==> config.mk <==
export PLATFORM = sky130hd
export DESIGN_NAME = spike_aer_encoder
export DESIGN_NICKNAME = d
export VERILOG_FILES = /design/src/rtl/spike_aer_encoder.sv
export SDC_FILE = /design/constraint.sdc
export NUM_CORES = 1
export LEC_CHECK = 0
export ABC_AREA = 0
export CAP_MARGIN = 30
export CORE_AREA = 2 2 108 110
export CTS_BUF_LIST = sky130_fd_sc_hd__clkbuf_4
export CTS_CLUSTER_DIAMETER = 40
export DETAILED_ROUTE_END_ITERATION = 8
export DIE_AREA = 0 0 110 112
export PLACE_DENSITY = 0.81
export SKIP_LAST_GASP = 1
export SLEW_MARGIN = 5
export SYNTH_ARGS = -nofsm -noshare
export SYNTH_HDL_FRONTEND = slang
export SYNTH_SLANG_ARGS = --single-unit
==> constraint.sdc <==
create_clock -name clk -period 4.06 [get_ports clk]
set_input_delay 0.812 -clock clk [delete_from_list [all_inputs] [get_ports clk]]
set_output_delay 0.812 -clock clk [all_outputs]
set_load 0.01 [all_outputs]
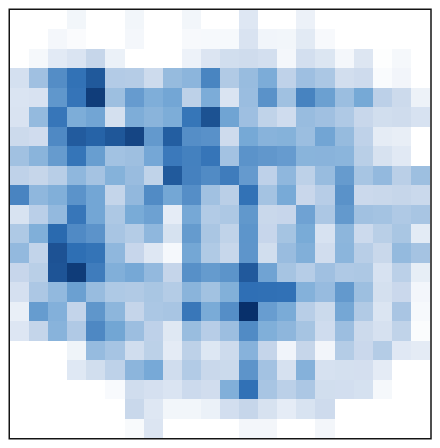
run_1/wire_density.png
The die is cut into 22 by 22 equal tiles; white is low, dark blue is high, scaled to the fullest tile. Values are wire area over tile area, all layers added.
- fullest tile: 0.47
- nearly empty tiles: 17%
- mean over tiles: 0.14
- tiles over half the peak: 20%
Total GRT Usage: 19.2%
via count: 3,465
Total Wirelength: 11.1 mm
average wire per standard cell: 18.3 µm

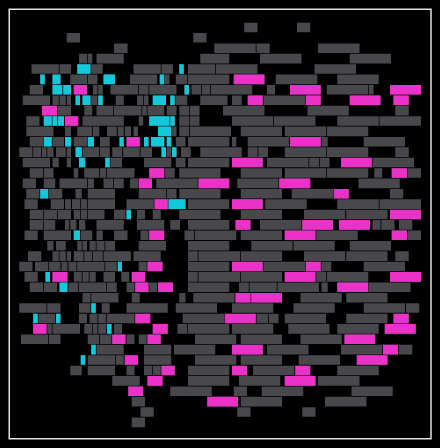
run_1/gate_families.png
- magenta: multiplexers (cells 61; most used mux4_2; where spread over the die)
- cyan: NOR gates (cells 45; most used nor2_1)
Commonest Layout Cell: edfxtp_1
fin cells: 604
logic share of the area: 28.6%

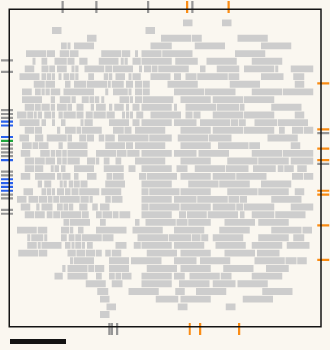
run_1/pins.png
Bar = 20 µm. Pins as bars across the die edge, other pins in gray.
- orange: aer_data (pins 13; direction output; edge 8 right, 3 bottom, 2 top)
- blue: drop_count (pins 8; direction output; edge left)
- green: overflow (pins 1; direction output; edge left)
- all pins by edge: 24 left, 10 right, 6 top, 6 bottom
die width: 110 µm
die y size: 112 µm
number of port buffers: 45

==> Slide: Implementation Results, run 1 <==
Implementation Results

Power and ir drop
  – Leakage: around 2.2 nW
  – Pwr dens: ~470 nW/µm²

Drt
  – First drt pass iteration count: 5
  – Drt first-iter violations: between 200 and 250

Synth
  – Distinct lib cells used: between 40 and 50
  – Multiplexer share: about 16%
  – Synthesized cell area: around 6000 µm²
  – Main logic family after synthesis: multiplexers
  – Syn. warnings: 0
  – Post-synth area from yosys stat: 5980 µm²
  – Adder Area Share: under 10%
  – Area fraction in xor and xnor cells: between 1.5 and 2%
  – Register area share after synthesis: 65.3%
  – Post-Synthesis Cells: ~400

Final timing
  – RSZ-0062 raised after global routing: no
  – Post-Route Setup TNS: 0 ns
  – Clock skew after layout: around 0.021 ns
  – Peak Freq: around 0.28 GHz
  – Final Max-Slew Violation Tally: 0
  – Post-layout min period: approximately 3.6 ns
  – Slew margin rel.: between 40% and 50%

Setup path
  – Arrival @ worst endpoint: 2.75 ns
  – Worst R2R Setup Slack: 1.46 ns
  – CP startpoint kind: flip-flop
  – WP data required: 3.25 ns

Placement
  – DP HPWL: ~7.0 mm

Die
  – Core Footprint: 11,200 µm²
  – Cell row count: 39

Cells and area
  – Fraction of layout instances using a drive strength above 1: between 20% and 30%
  – Filler Cells Inserted: ~800
  – Area grow syn2layout: 16.3%
  – Seq. cell area: slightly below 4000 µm²

Flow run
  – Max cap viols: 0
  – Tool Warnings: 26

Global route
  – Largest net degree at the start of global routing: roughly 48
  – Initial antenna violation count: 0

Clocking
  – Post-CTS setup buffers: 0
  – TritonCTS buffer count: 17
  – Post-CTS Hold Buffers: 0
  – Post-cts sizing count: 0
  – CTS max path bufs: 2
  – Clk_lat worst skew: between 0.5 and 0.6 ns
  – H-Tree Depth: 4

Run status
  – Status: completed
run 1: metal layers:
layer	vias up	global-route usage (%)	share of wire (%)
met1	1717	26.0	42
li1	1611	-	-
met2	132	31.2	51
met3	5	4.27	6.2
met5	-	0	0
met4	0	5.74	0.53
run 1: worst max-delay path: stages, from the launching register on:
cell and delay, ns:
dfxtp_2 0.69, buf_12 0.24, mux4_2 0.51, mux2_2 0.30, clkdlybuf4s50_1 0.49
run 1: per-stage QoR:
| step | total power [mW] | utilization [%] | instances | setup WS, ns |
|---|---|---|---|---|
| global route | 3.41 | 62.2 | 604 | 0.304 |
| CTS | 3.29 | 62.2 | 604 | 0.417 |
| detailed placement | 2.38 | 59.5 | 573 | 0.746 |
| finish | 3.26 | 62.2 | 604 | 0.502 |
| global placement | 2.36 | 59.5 | 573 | 0.847 |
| floorplan | 2.14 | - | 393 | 0.813 |
run 1: cell usage after synthesis (4+ instances only):
cell	number	area share [%]
nand3_1	6	0.50
a21oi_1	13	1.1
inv_1	6	0.38
edfxtp_1	104	52
o21ai_0	8	0.67
nor2_1	24	1.5
nor2b_1	6	0.63
xor2_1	9	1.3
mux2i_1	12	2.0
or3_1	6	0.63
nand2_1	16	1.0
mux4_2	26	9.8
nand2b_1	18	1.9
mux2_2	23	4.3
clkbuf_1	15	0.94
and2_1	4	0.42
nor3_1	9	0.75
dfxtp_1	39	13
ha_1	6	1.3
nand4_1	6	0.63
run 1: where the power goes:
part           internal [mW]  switching, mW
combinational          0.392          0.272
clock                  0.425          0.503
sequential              1.59         0.0790
total                   2.41          0.854
run 1: area by class of cell:
class | instances | area share [%]
sequential | 143 | 56.2
clock buffer | 17 | 1.84
clock inverter | 14 | 2.40
timing repair buffer | 58 | 8.07
tap | 143 | 2.58
inverter | 6 | 0.324
multi-input combinational | 223 | 28.6
run_1/zoom.png
Bar = 5 µm. Region (45, 68) to (65, 88) µm. Cells in gray, sequential cells in the stronger gray; small squares are vias.
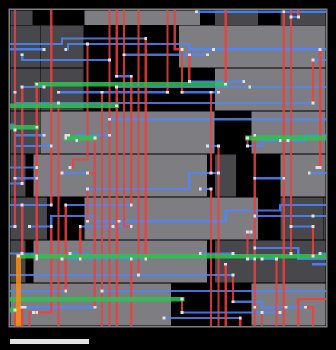

## Run 2: what changed since run 1
ABC_CLOCK_PERIOD_IN_PS = 4059   (was unset)
CELL_PAD_IN_SITES_DETAIL_PLACEMENT = 1   (was unset)
CELL_PAD_IN_SITES_GLOBAL_PLACEMENT = 2   (was unset)
CORE_AREA = 2 2 120 122   (was 2 2 108 110)
DIE_AREA = 0 0 122 124   (was 0 0 110 112)
PLACE_DENSITY = 0.88   (was 0.81)
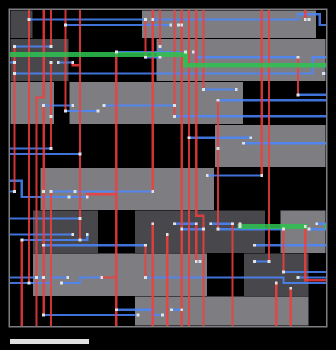
run_2/zoom.png
Bar = 5 µm. Region (51, 77) to (71, 97) µm. Cells in gray, sequential cells in the stronger gray; small squares are vias.
- blue: met1
- green: met3
- red: met2
- cells with their middle in the window: 12
- most frequent: edfxtp_1 (7), mux2_2 (3)
- sequential cells in the window: 7

==> Slide: Implementation Results, run 2 <==
Implementation Results

Run status
  – Status: completed

Flow run
  – Max cap viols: 0 (unchanged)

Placement
  – Dpl cells: 611 (+6.6%)
  – Number of port buffers: 45 (unchanged)
  – DP HPWL: 8.69 mm (+24%)

Cells and area
  – Fin cells: 643 (+6.5%)
  – Commonest Layout Cell: edfxtp_1

Drt
  – Total Wirelength: 13.2 mm (+19%)
  – Highest Signal Layer: met4

Die
  – Core Footprint: 13,700 µm² (+23%)

Clocking
  – Post-CTS Hold Buffers: 0 (unchanged)
  – Post-cts sizing count: 0 (unchanged)
  – CTS max path bufs: 2 (unchanged)

Global route
  – Met2 usage: 33.3% (+2.1 points)
  – Met3 Use GR: 5.31% (+1.0 points)

Final timing
  – Final Max-Slew Violation Tally: 0 (unchanged)
  – Post-layout min period: 3.63 ns (+0.0679 ns)

Synth
  – Syn. warnings: 0 (unchanged)
  – Cell taking the most area after synthesis: edfxtp_1

Power and ir drop
  – Power share of the combinational group: 20.6% (+0.3 points)

Setup path
  – WP data required: 3.25 ns (about the same)
run 2: netlist changes by cell type in the layout (fill, tap and decap cells not counted), sizes merged:
cell,delta
clkbuf,+2
clkinv,+2
inv,-2
buf,+1
clkinvlp,-1
run 2: through the flow:
stage	hold WS [ns]	utilization, %	setup WS, ns	power (mW)
global route	0.501	51.0	0.279	3.43
floorplan	0.446	-	0.813	2.14
CTS	0.469	51.0	0.310	3.33
global placement	0.445	48.9	0.809	2.37
finish	0.461	51.0	0.434	3.28
detailed placement	0.444	48.9	0.659	2.40
run 2: cells by family (layout without fill, tap and decap cells):
logic type	after synthesis	in the layout	share of synthesized area (%)
flops	143	143	65.3
simple gates	113	113	10.4
mux	61	61	16.1
compound gates	31	31	3.18
buf+inv	27	97	1.88
xor+xnor	11	11	1.61
fa+ha+maj	7	7	1.42
run 2: power groups by stage:
stage / clock [mW] / combinational [mW] / sequential (mW)
6_report: 0.929 / 0.677 / 1.68
5_1_grt: 1.01 / 0.732 / 1.69
3_5_place_dp: 0 / 0.683 / 1.71
4_1_cts: 0.956 / 0.688 / 1.68
2_1_floorplan: 0 / 0.478 / 1.66
3_3_place_gp: 0 / 0.661 / 1.71
run 2: final cells by class:
| class | instances | area share [%] |
|---|---|---|
| timing repair buffer | 59 | 8.12 |
| multi-input combinational | 223 | 28.4 |
| inverter | 6 | 0.322 |
| tap | 180 | 3.22 |
| clock buffer | 19 | 2.04 |
| sequential | 143 | 55.8 |
| clock inverter | 13 | 2.07 |
run 2: critical path, cell delays in order, from the launching register on:
cell             delay (ns)
dfxtp_2                0.71
buf_12                 0.25
mux4_2                 0.53
mux2_2                 0.30
clkdlybuf4s50_1        0.48
Power is estimated from default activity; no workload was simulated.
